<file path="src/rtl/cpu_pkg.sv">
// rtl/cpu_pkg.sv - shared types and constants for the fetch sequencer
package cpu_pkg;

  typedef enum logic [1:0] {
    ST_FETCH  = 2'd0,
    ST_WAIT   = 2'd1,
    ST_HOLD   = 2'd2,
    ST_HALTED = 2'd3
  } seq_state_e;

  localparam logic [31:0] RESET_PC_DEFAULT = 32'h0000_0000;

  function automatic logic [31:0] next_seq_pc(input logic [31:0] pc);
    return pc + 32'd4;
  endfunction

  function automatic logic word_aligned(input logic [1:0] low_bits);
    return low_bits == 2'b00;
  endfunction

endpackage

</file>
<file path="src/rtl/pc_sequencer_if.sv">
// rtl/pc_sequencer_if.sv - instruction memory, branch unit and decode-facing signals
interface pc_sequencer_if;
  logic        imem_req;
  logic [31:0] imem_addr;
  logic        imem_ready;
  logic        imem_rvalid;
  logic [31:0] imem_rdata;
  logic        redirect_valid;
  logic [31:0] redirect_pc;
  logic        stall;
  logic        halt_req;
  logic        if_valid;
  logic [31:0] if_pc;
  logic [31:0] if_instr;
  logic        flush;
  logic        halted;
  logic        misalign_err;

  modport master (
    output imem_req, imem_addr,
    input  imem_ready, imem_rvalid, imem_rdata,
    input  redirect_valid, redirect_pc, stall, halt_req,
    output if_valid, if_pc, if_instr, flush, halted, misalign_err
  );

  modport slave (
    input  imem_req, imem_addr,
    output imem_ready, imem_rvalid, imem_rdata,
    output redirect_valid, redirect_pc, stall, halt_req,
    input  if_valid, if_pc, if_instr, flush, halted, misalign_err
  );
endinterface

</file>
<file path="src/rtl/pc_sequencer.sv">
// rtl/pc_sequencer.sv - single-outstanding instruction fetch sequencer
// Issues fetches, presents instructions to decode, and applies redirects/halts.
module pc_sequencer
  import cpu_pkg::*;
#(
  parameter logic [31:0] RESET_PC = RESET_PC_DEFAULT
) (
  input logic           clk,
  input logic           rst_n,
  pc_sequencer_if.master bus
);

  seq_state_e  state_q, state_d;
  logic [31:0] pc_q, pc_d;
  logic [31:0] req_addr_q, req_addr_d;
  logic [31:0] hold_pc_q, hold_pc_d;
  logic [31:0] hold_instr_q, hold_instr_d;
  logic        kill_q, kill_d;
  logic        halt_pend_q, halt_pend_d;
  logic        flush_q, flush_d;
  logic        misalign_q, misalign_d;
  logic        started_q;

  logic redir_ok, redir_bad, accept;

  assign redir_ok  = bus.redirect_valid && word_aligned(bus.redirect_pc[1:0]);
  assign redir_bad = bus.redirect_valid && !word_aligned(bus.redirect_pc[1:0]);
  // started_q keeps imem_req low until the first edge after reset release
  assign accept    = (state_q == ST_FETCH) && started_q && bus.imem_ready;

  always_ff @(posedge clk or negedge rst_n) begin
    if (!rst_n) begin
      state_q      <= ST_FETCH;
      pc_q         <= RESET_PC;
      req_addr_q   <= 32'h0;
      hold_pc_q    <= 32'h0;
      hold_instr_q <= 32'h0;
      kill_q       <= 1'b0;
      halt_pend_q  <= 1'b0;
      flush_q      <= 1'b0;
      misalign_q   <= 1'b0;
      started_q    <= 1'b0;
    end else begin
      state_q      <= state_d;
      pc_q         <= pc_d;
      req_addr_q   <= req_addr_d;
      hold_pc_q    <= hold_pc_d;
      hold_instr_q <= hold_instr_d;
      kill_q       <= kill_d;
      halt_pend_q  <= halt_pend_d;
      flush_q      <= flush_d;
      misalign_q   <= misalign_d;
      started_q    <= 1'b1;
    end
  end

  always_comb begin
    state_d      = state_q;
    pc_d         = pc_q;
    req_addr_d   = req_addr_q;
    hold_pc_d    = hold_pc_q;
    hold_instr_d = hold_instr_q;
    kill_d       = kill_q;
    halt_pend_d  = halt_pend_q;
    flush_d      = 1'b0;
    misalign_d   = misalign_q;

    unique case (state_q)
      ST_FETCH: begin
        if (accept) begin
          req_addr_d = pc_q;
          state_d    = ST_WAIT;
        end
        if (redir_bad) begin
          misalign_d = 1'b1;
          flush_d    = 1'b1;
          state_d    = ST_HALTED;
        end else if (redir_ok) begin
          pc_d    = bus.redirect_pc;
          flush_d = 1'b1;
          kill_d  = accept;
        end else if (bus.halt_req) begin
          if (accept) halt_pend_d = 1'b1;
          else        state_d     = ST_HALTED;
        end
      end

      ST_WAIT: begin
        if (redir_bad) begin
          misalign_d = 1'b1;
          flush_d    = 1'b1;
          state_d    = ST_HALTED;
        end else if (redir_ok) begin
          pc_d    = bus.redirect_pc;
          flush_d = 1'b1;
          if (bus.imem_rvalid) begin
            kill_d  = 1'b0;
            state_d = halt_pend_q ? ST_HALTED : ST_FETCH;
          end else begin
            kill_d = 1'b1;
          end
        end else if (bus.imem_rvalid) begin
          kill_d = 1'b0;
          if (bus.halt_req || halt_pend_q) begin
            state_d = ST_HALTED;
          end else if (kill_q) begin
            state_d = ST_FETCH;
          end else begin
            pc_d         = next_seq_pc(req_addr_q);
            hold_pc_d    = req_addr_q;
            hold_instr_d = bus.imem_rdata;
            state_d      = bus.stall ? ST_HOLD : ST_FETCH;
          end
        end else if (bus.halt_req) begin
          halt_pend_d = 1'b1;
        end
      end

      ST_HOLD: begin
        if (redir_bad) begin
          misalign_d = 1'b1;
          flush_d    = 1'b1;
          state_d    = ST_HALTED;
        end else if (redir_ok) begin
          pc_d    = bus.redirect_pc;
          flush_d = 1'b1;
          state_d = ST_FETCH;
        end else if (bus.halt_req) begin
          state_d = ST_HALTED;
        end else if (!bus.stall) begin
          state_d = ST_FETCH;
        end
      end

      ST_HALTED: begin
        state_d = ST_HALTED;
      end

      default: state_d = ST_HALTED;
    endcase
  end

  always_comb begin
    bus.imem_req     = (state_q == ST_FETCH) && started_q;
    bus.imem_addr    = {pc_q[31:2], 2'b00};
    bus.if_valid     = 1'b0;
    bus.if_pc        = hold_pc_q;
    bus.if_instr     = hold_instr_q;
    bus.flush        = flush_q;
    bus.halted       = (state_q == ST_HALTED);
    bus.misalign_err = misalign_q;

    if (state_q == ST_WAIT) begin
      bus.if_pc    = req_addr_q;
      bus.if_instr = bus.imem_rdata;
      bus.if_valid = bus.imem_rvalid && !bus.redirect_valid && !kill_q
                     && !halt_pend_q && !bus.halt_req;
    end else if (state_q == ST_HOLD) begin
      bus.if_valid = !bus.redirect_valid && !bus.halt_req;
    end
  end

endmodule

</file>
<file path="src/flat_wrapper.sv">
// flat-port wrapper written by rule: the top's interface ports become plain ports
module pc_sequencer_flat import cpu_pkg::*;
#(
  parameter logic [31:0] RESET_PC = RESET_PC_DEFAULT
)
  (clk, rst_n, bus_imem_req, bus_imem_addr, bus_imem_ready, bus_imem_rvalid, bus_imem_rdata, bus_redirect_valid, bus_redirect_pc, bus_stall, bus_halt_req, bus_if_valid, bus_if_pc, bus_if_instr, bus_flush, bus_halted, bus_misalign_err);
  pc_sequencer_if bus_i ();
  input logic clk;
  input logic rst_n;
  output wire logic [$bits(bus_i.imem_req)-1:0] bus_imem_req;
  output wire logic [$bits(bus_i.imem_addr)-1:0] bus_imem_addr;
  input wire logic [$bits(bus_i.imem_ready)-1:0] bus_imem_ready;
  input wire logic [$bits(bus_i.imem_rvalid)-1:0] bus_imem_rvalid;
  input wire logic [$bits(bus_i.imem_rdata)-1:0] bus_imem_rdata;
  input wire logic [$bits(bus_i.redirect_valid)-1:0] bus_redirect_valid;
  input wire logic [$bits(bus_i.redirect_pc)-1:0] bus_redirect_pc;
  input wire logic [$bits(bus_i.stall)-1:0] bus_stall;
  input wire logic [$bits(bus_i.halt_req)-1:0] bus_halt_req;
  output wire logic [$bits(bus_i.if_valid)-1:0] bus_if_valid;
  output wire logic [$bits(bus_i.if_pc)-1:0] bus_if_pc;
  output wire logic [$bits(bus_i.if_instr)-1:0] bus_if_instr;
  output wire logic [$bits(bus_i.flush)-1:0] bus_flush;
  output wire logic [$bits(bus_i.halted)-1:0] bus_halted;
  output wire logic [$bits(bus_i.misalign_err)-1:0] bus_misalign_err;
  assign bus_imem_req = bus_i.imem_req;
  assign bus_imem_addr = bus_i.imem_addr;
  assign bus_i.imem_ready = bus_imem_ready;
  assign bus_i.imem_rvalid = bus_imem_rvalid;
  assign bus_i.imem_rdata = bus_imem_rdata;
  assign bus_i.redirect_valid = bus_redirect_valid;
  assign bus_i.redirect_pc = bus_redirect_pc;
  assign bus_i.stall = bus_stall;
  assign bus_i.halt_req = bus_halt_req;
  assign bus_if_valid = bus_i.if_valid;
  assign bus_if_pc = bus_i.if_pc;
  assign bus_if_instr = bus_i.if_instr;
  assign bus_flush = bus_i.flush;
  assign bus_halted = bus_i.halted;
  assign bus_misalign_err = bus_i.misalign_err;
  pc_sequencer #(.RESET_PC(RESET_PC)) u_core (.clk(clk), .rst_n(rst_n), .bus(bus_i));
endmodule
</file>
<file path="config.mk">
export PLATFORM = sky130hd
export DESIGN_NAME = pc_sequencer_flat
export DESIGN_NICKNAME = d
export VERILOG_FILES = /design/src/rtl/cpu_pkg.sv /design/src/rtl/pc_sequencer_if.sv /design/src/rtl/pc_sequencer.sv /design/src/flat_wrapper.sv
export SDC_FILE = /design/constraint.sdc
export NUM_CORES = 1
export LEC_CHECK = 0
export ABC_AREA = 1
export CORE_MARGIN = 1
export CORE_UTILIZATION = 55
export CTS_CLUSTER_SIZE = 28
export DETAILED_ROUTE_END_ITERATION = 12
export HOLD_SLACK_MARGIN = 0.08
export PLACE_DENSITY = 0.93
export SLEW_MARGIN = 30
export SYNTH_ARGS = -nofsm -noshare
export SYNTH_HDL_FRONTEND = slang
export SYNTH_SLANG_ARGS = --single-unit
</file>
<file path="constraint.sdc">
create_clock -name clk -period 2.4 [get_ports clk]
set_input_delay 0.24 -clock clk [delete_from_list [all_inputs] [get_ports clk]]
set_output_delay 0.24 -clock clk [all_outputs]
set_load 0.01 [all_outputs]
</file>
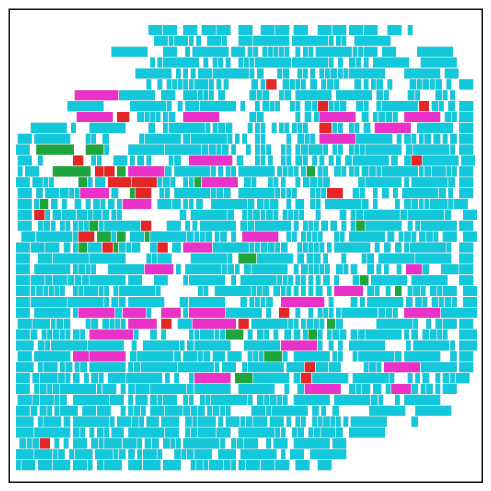
Figure 1: run 1, drive-strength map.
Scale: 4 px per um.
x6 and larger -> magenta  # cells 33, share 2.9%
x2 -> green  # cells 24, share 2.1%
x3 and x4 -> red  # cells 24, share 2.1%
x1 and smaller -> cyan  # cells 1,075, share 93%

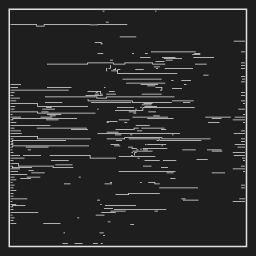
Figure 2: run 1, signal wires on met3.
Scale: 2 px per um.
share of all routed wire = 8.7%
nets with wire on the layer = 199
main direction = horizontal

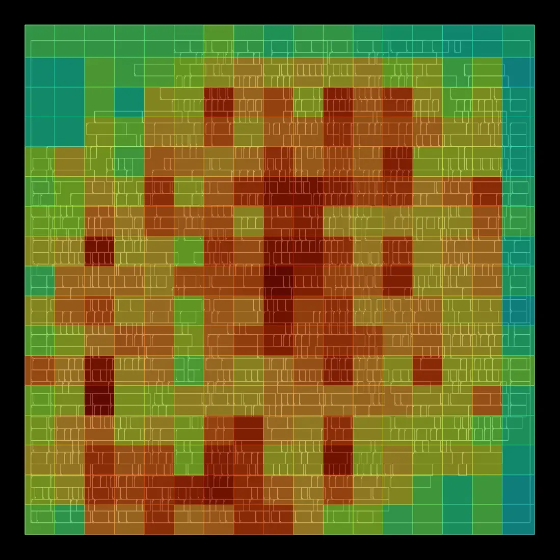
Figure 3: run 1, routing congestion map.
met1 Resource Use GR: 41.9%
GRT Overall Usage: 32.0%
final core occ: 75.7%
fraction of met3 tracks used by global routing: 9.16%
GR Layer Usage met2: 50.3%

==> results.json, run 1 <==
{
  "drtPass1Iterations": 6,
  "topCellsByArea": "dfrtp_1 46%, nand2_1 15%, o21ai_0 8.0%",
  "chipArea_sq_um": 13900,
  "fill_cells": 889,
  "ant_nets": 0,
  "dp.cells": 1294,
  "outcome": "finished clean",
  "top_area_cell": "dfrtp_1",
  "warnings": 27,
  "p_leak_nw": 4.63,
  "ff_count": 135,
  "number_of_global_route_vias_before_repair": 6844,
  "number_of_cells_traversed_by_the_worst_register_to_register_path": 9,
  "worst_skew_late_latency_ns": 0.42,
  "pwr_density_cell_nw_per_um2": 673,
  "pwr-share-comb_pct": 15.3,
  "area.share.combinational_pct": 32.2,
  "met1_length_um": 8770,
  "clock_sink_count": 135,
  "place.detailed.hpwl_um": 14800,
  "worst_hold_path_type": "input pin to asynchronous set/reset pin",
  "dp_slack_ns": 0.268,
  "row_count": 41,
  "clock_buffer_count_in_the_final_layout": 19,
  "cts.htree.levels": 4,
  "nonClockBufferCount": 188,
  "timing.critical_path.cells": "nand2_8 -> inv_12 -> buf_6 -> nand2_1 -> o21ai_0 -> clkdlybuf4s50_1",
  "coreArea_sq_um": 12900,
  "nNetsFinal": 1216,
  "power_share_of_the_sequential_group_pct": 40.5,
  "pwr.group.sequential_mw": 2.66,
  "grt_pass1_wl_um": 34700,
  "critPathKind": "flop to primary output",
  "met2_wire_length_um": 9930,
  "powerComb_mw": 1.00,
  "top_area_cell_class": "flip-flops and latches",
  "cell_area_after_synthesis_sq_um": 7380,
  "core_util_floorplan_pct": 57.3,
  "synth_stat.cells": 1012,
  "synth-edff-count": 0
}
[run 1: cell families (layout without fill, tap and decap cells)]
family / Yosys count / after routing / share of synthesized area (%)
compound gates: 203 / 203 / 14.5
xor+xnor: 2 / 2 / 0.237
fa+ha+maj: 1 / 1 / 0.169
buf+inv: 181 / 323 / 11.9
flops: 135 / 135 / 45.8
other cells: 2 / 3 / 0.102
simple gates: 488 / 489 / 27.3
[run 1: state kept, by name, indices dropped and copies added (netlist names)]
signal and count:
u_core.req_addr_q 32, u_core.state_q 2, u_core.halt_pend_q 1, u_core.hold_instr_q 32, u_core.pc_q 32, u_core.kill_q 1
u_core.hold_pc_q 32, u_core.bus.misalign_err 1, u_core.started_q 1, u_core.bus.flush 1
[run 1: worst paths after layout]
check	from	to	slack (ns)
setup / recovery	u_core.state_q[0]	bus_if_instr[25]	0.1
hold / removal	rst_n	u_core.hold_instr_q[18]	0.38
setup reg to reg	u_core.req_addr_q[3]	u_core.pc_q[22]	0.48
hold reg to reg	u_core.req_addr_q[1]	u_core.req_addr_q[1]	0.49
max in group asynchronous	rst_n	u_core.state_q[0]	1.26
min in group clk	bus_imem_rdata[25]	u_core.hold_instr_q[25]	0.40
[run 1: through the flow]
| stage | utilization (%) | area [sq um] | total power, mW |
|---|---|---|---|
| 3_5_place_dp | 69.8 | 8980 | 3.68 |
| 2_1_floorplan | - | 7390 | 3.25 |
| 3_3_place_gp | 69.8 | 8980 | 3.66 |
| 4_1_cts | 75.2 | 9680 | 6.57 |
| 5_1_grt | 75.7 | 9750 | 6.80 |
| 6_report | 75.7 | 9750 | 6.56 |
[run 1: critical path, delay by kind of cell, from the launching register on]
family / cells / cell delay [ns]
and+or+nand+nor: 2 / 0.22
AOI/OAI and AO/OA: 1 / 0.07
buffers and inverters: 3 / 0.86
DFF: 1 / 0.48
Figure 4. Metal 2 (run 1).
Scale: 2 px per um.
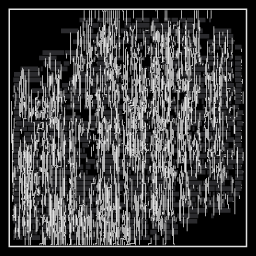

==> inputs of run 2 (changes only) <==
SETUP_SLACK_MARGIN = 0.15   (was not set)
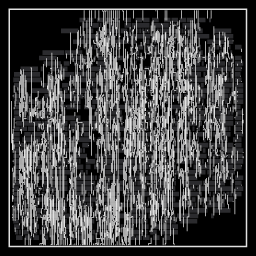
Figure 5: run 2, metal 2.
Scale: 2 px per um.
wire length on this layer = 10,000 um
main direction = vertical
nets with wire on the layer = 1,010

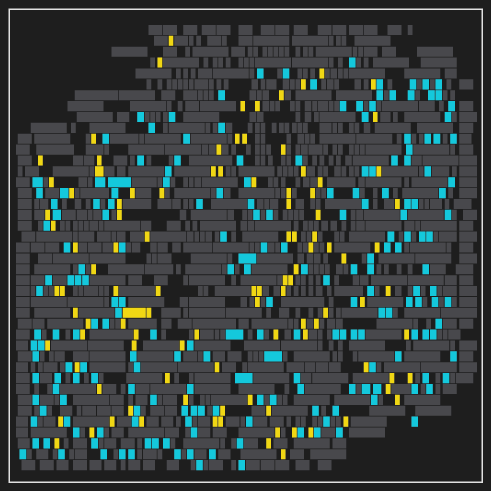
Figure 6: run 2, logic cells by family.
Scale: 4 px per um.
inv cells -> yellow  # cells 104
aoi and oai cells -> cyan  # cells 203, where all over the die

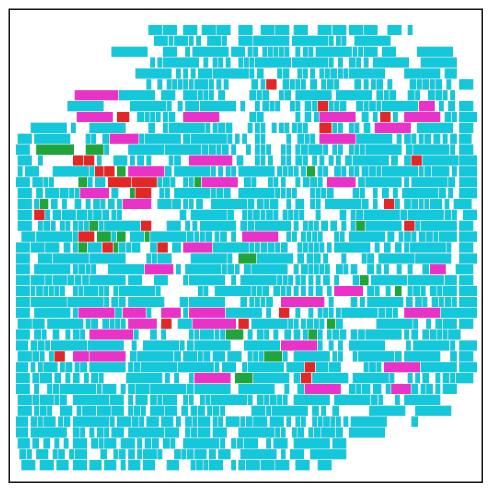
Figure 7: run 2, drive-strength map.
Scale: 4 px per um.
x6 and larger -> magenta  # cells 36, share 3.1%
x2 -> green  # cells 23, share 2.0%
x1 and smaller -> cyan  # cells 1,076, share 93%
x3 and x4 -> red  # cells 26, share 2.2%

==> results.json, run 2 <==
{
  "outcome": "finished clean",
  "number_of_global_route_vias_before_repair": 6852,
  "warnings": 28,
  "synth-edff-count": 0,
  "r2r_slack_ns": 0.49,
  "dp_slack_ns": 0.268,
  "nNetsFinal": 1221,
  "power_share_of_the_sequential_group_pct": 40.5,
  "row_count": 41,
  "nonClockBufferCount": 193,
  "dpl_cell_area_sq_um": 8980,
  "worst_skew_late_latency_ns": 0.43,
  "critPathKind": "flop to primary output",
  "grt_pass1_wl_um": 34900,
  "fill_cells": 915,
  "pwr-share-comb_pct": 15.3,
  "synth_stat.cells": 1012,
  "core_util_floorplan_pct": 57.3,
  "coreArea_sq_um": 12900,
  "ant_nets": 0,
  "clock_buffer_count_in_the_final_layout": 19,
  "ys_sh_xor_pct": 0.237,
  "worst_hold_path_type": "input pin to flop",
  "top_area_cell_class": "flip-flops and latches",
  "final_area_sq_um": 9750,
  "place.detailed.hpwl_um": 14800,
  "ys_sh_simple_pct": 27.3,
  "p_leak_nw": 4.87,
  "ff_count": 135
}
## run 2: power groups by stage
stage,Sequential [mW],Combinational [mW],Clock [mW]
floorplan,2.64,0.612,0
global placement,2.68,0.972,0
detailed placement,2.69,0.996,0
CTS,2.66,1.01,2.91
global route,2.69,1.08,3.03
finish,2.66,1.00,2.90
## run 2: layer usage
| layer | global-route usage [%] | routed length, um |
|---|---|---|
| met5 | 0 | 0 |
| met4 | 11.8 | 646 |
| met3 | 9.11 | 2000 |
| met2 | 50.5 | 10000 |
| met1 | 42.4 | 8620 |
## run 2: cells by family after synthesis
logic type / Yosys count
compound gates: 203
xor+xnor: 2
fa+ha+maj: 1
buf+inv: 181
flops: 135
other cells: 2
simple gates: 488
## run 2: worst paths after layout
path                                                 to  cells after the start                 start
max in group asynchronous             u_core.state_q[0]                      3                 rst_n
worst max-delay path                    bus_if_instr[3]                      4     u_core.state_q[0]
worst max register to register          u_core.pc_q[22]                      9  u_core.req_addr_q[3]
worst min register to register     u_core.req_addr_q[1]                      2  u_core.req_addr_q[1]
worst min-delay path            u_core.hold_instr_q[25]                      3    bus_imem_rdata[25]
min in group asynchronous        u_core.hold_instr_q[5]                      2                 rst_n
## run 2: critical path: stages (launching register included)
cell	delay (ns)
dfrtp_2	0.47
nand2_8	0.16
inv_12	0.07
o21ai_0	0.23
clkdlybuf4s50_1	0.59
## run 2: timing repair
| action | CTS | global route |
|---|---|---|
| hold buffers | 1 | 0 |
| hold endpoints to repair | 42 | 0 |
| cloned | 1 | 0 |
| setup endpoints to repair | 53 | 26 |
| pin swaps | 1 | 0 |
| setup buffers | 5 | 1 |
| gates resized | 41 | 19 |
==> inputs of run 3 (changes only) <==
SKIP_CTS_REPAIR_TIMING = 1   (was not set)
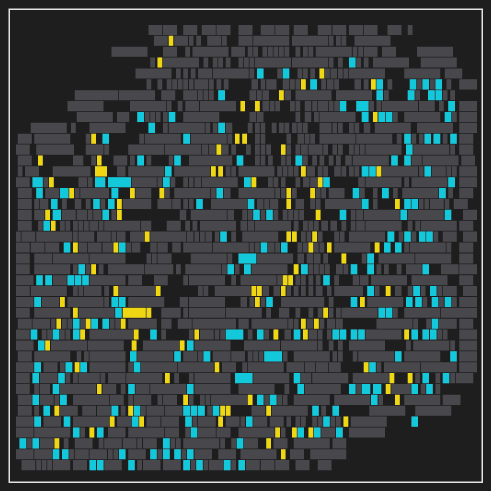
Figure 8: run 3, logic cells by family.
Scale: 4 px per um.
inv cells -> yellow  # cells 104
aoi and oai cells -> cyan  # cells 203, where all over the die

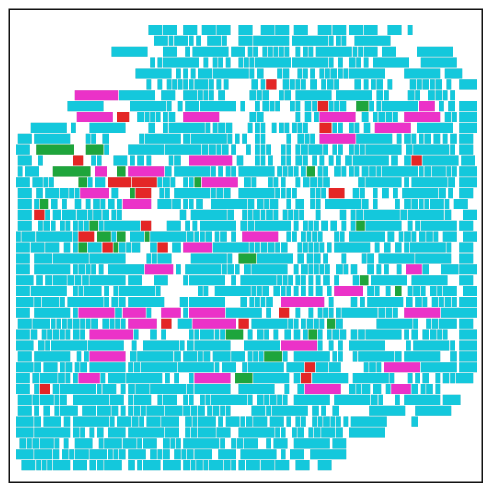
Figure 9: run 3, drive-strength map.
Scale: 4 px per um.
x1 and smaller -> cyan  # cells 1,074, share 93%
x2 -> green  # cells 25, share 2.2%
x6 and larger -> magenta  # cells 35, share 3.0%
x3 and x4 -> red  # cells 21, share 1.8%

==> results.json, run 3 <==
{
  "synth_stat.cells": 1012,
  "synth-edff-count": 0,
  "ant_nets": 0,
  "nNetsFinal": 1215,
  "outcome": "finished clean",
  "gr-max-usage-layer": "met2",
  "cell_area_after_synthesis_sq_um": 7380,
  "power_share_of_the_sequential_group_pct": 40.5,
  "regToRegEndpoint": "u_core.pc_q[22]",
  "r2r_slack_ns": 0.49,
  "number_of_cells_traversed_by_the_worst_register_to_register_path": 9,
  "critical_path.reg2reg.startpoint": "u_core.req_addr_q[3]",
  "number_of_global_route_vias_before_repair": 6823,
  "pwr-share-comb_pct": 15.3,
  "critPathKind": "flop to primary output",
  "place.detailed.hpwl_um": 14800,
  "drtPass1Iterations": 6,
  "fill_cells": 878,
  "top_power_group": "the clock network",
  "row_count": 41,
  "globalRouteMet3Util_pct": 8.67,
  "powerComb_mw": 1.00,
  "top_area_cell": "dfrtp_1",
  "clock_sink_count": 135,
  "cts.htree.levels": 4,
  "coreArea_sq_um": 12900,
  "grt_pass1_wl_um": 34200,
  "top_layer_used": "met4",
  "powerClk_mw": 2.90,
  "met1_length_um": 8540,
  "pwr_density_cell_nw_per_um2": 668,
  "topCellsByArea": "dfrtp_1 46%, nand2_1 15%, o21ai_0 8.0%",
  "post-layout-total-power_mw": 6.56
}
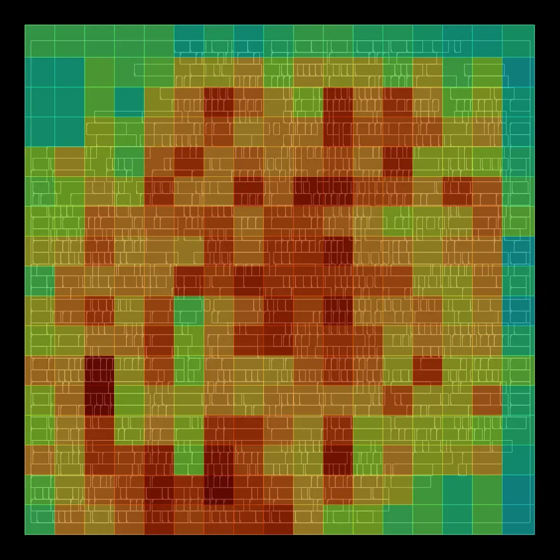
Figure 10: run 3, routing congestion map.
met1 Resource Use GR: 41.0%
GRT Overall Usage: 31.4%

==> run 3: stage by stage <==
step,std cells,hold slack [ns],setup slack [ns],instance area (sq um)
2_1_floorplan,1013,-0.0556,0.924,7390
3_3_place_gp,1294,0.291,0.312,8980
3_5_place_dp,1294,0.296,0.268,8980
4_1_cts,1325,-0.143,-0.231,9640
5_1_grt,1327,0.411,0.0284,9820
6_report,1327,0.406,0.121,9820
==> run 3: worst max-delay path by stage <==
stage / startpoint / to / slack [ns] / cells after the start
final: u_core.state_q[1] / bus_if_pc[21] / 0.12 / 5
after global routing: u_core.state_q[1] / bus_if_pc[21] / 0.03 / 5
after CTS: u_core.state_q[1] / bus_if_pc[3] / -0.23 / 7
after detailed placement: u_core.state_q[1] / bus_if_pc[3] / 0.27 / 7
after global placement: bus_halt_req / bus_if_valid / 0.31 / 7
after floorplan: u_core.state_q[0] / bus_if_instr[0] / 0.92 / 6
==> run 3: cell type report <==
class | count | area [sq um] | area share, %
tap | 172 | 215 | 2.19
multi-input combinational | 698 | 3140 | 32.0
inverter | 104 | 408 | 4.15
clock inverter | 12 | 200 | 2.04
clock buffer | 19 | 453 | 4.61
sequential | 135 | 3380 | 34.4
timing repair buffer | 187 | 2020 | 20.6
==> run 3: logic make-up (layout without fill, tap and decap cells) <==
family | Yosys count | after routing | synth area share [%]
other | 2 | 3 | 0.102
AND/OR/NAND/NOR | 488 | 489 | 27.3
buffers and inverters | 181 | 322 | 11.9
AND-OR/OR-AND | 203 | 203 | 14.5
adder cells (fa/ha/maj) | 1 | 1 | 0.169
flip-flops | 135 | 135 | 45.8
XOR/XNOR | 2 | 2 | 0.237
==> run 3: critical path: stages, from the launching register on <==
cell,delay [ns]
dfrtp_2,0.45
inv_6,0.13
nand2_8,0.14
buf_6,0.19
o21ai_1,0.14
clkdlybuf4s50_1,0.55
Power is estimated from default activity; no workload was simulated.
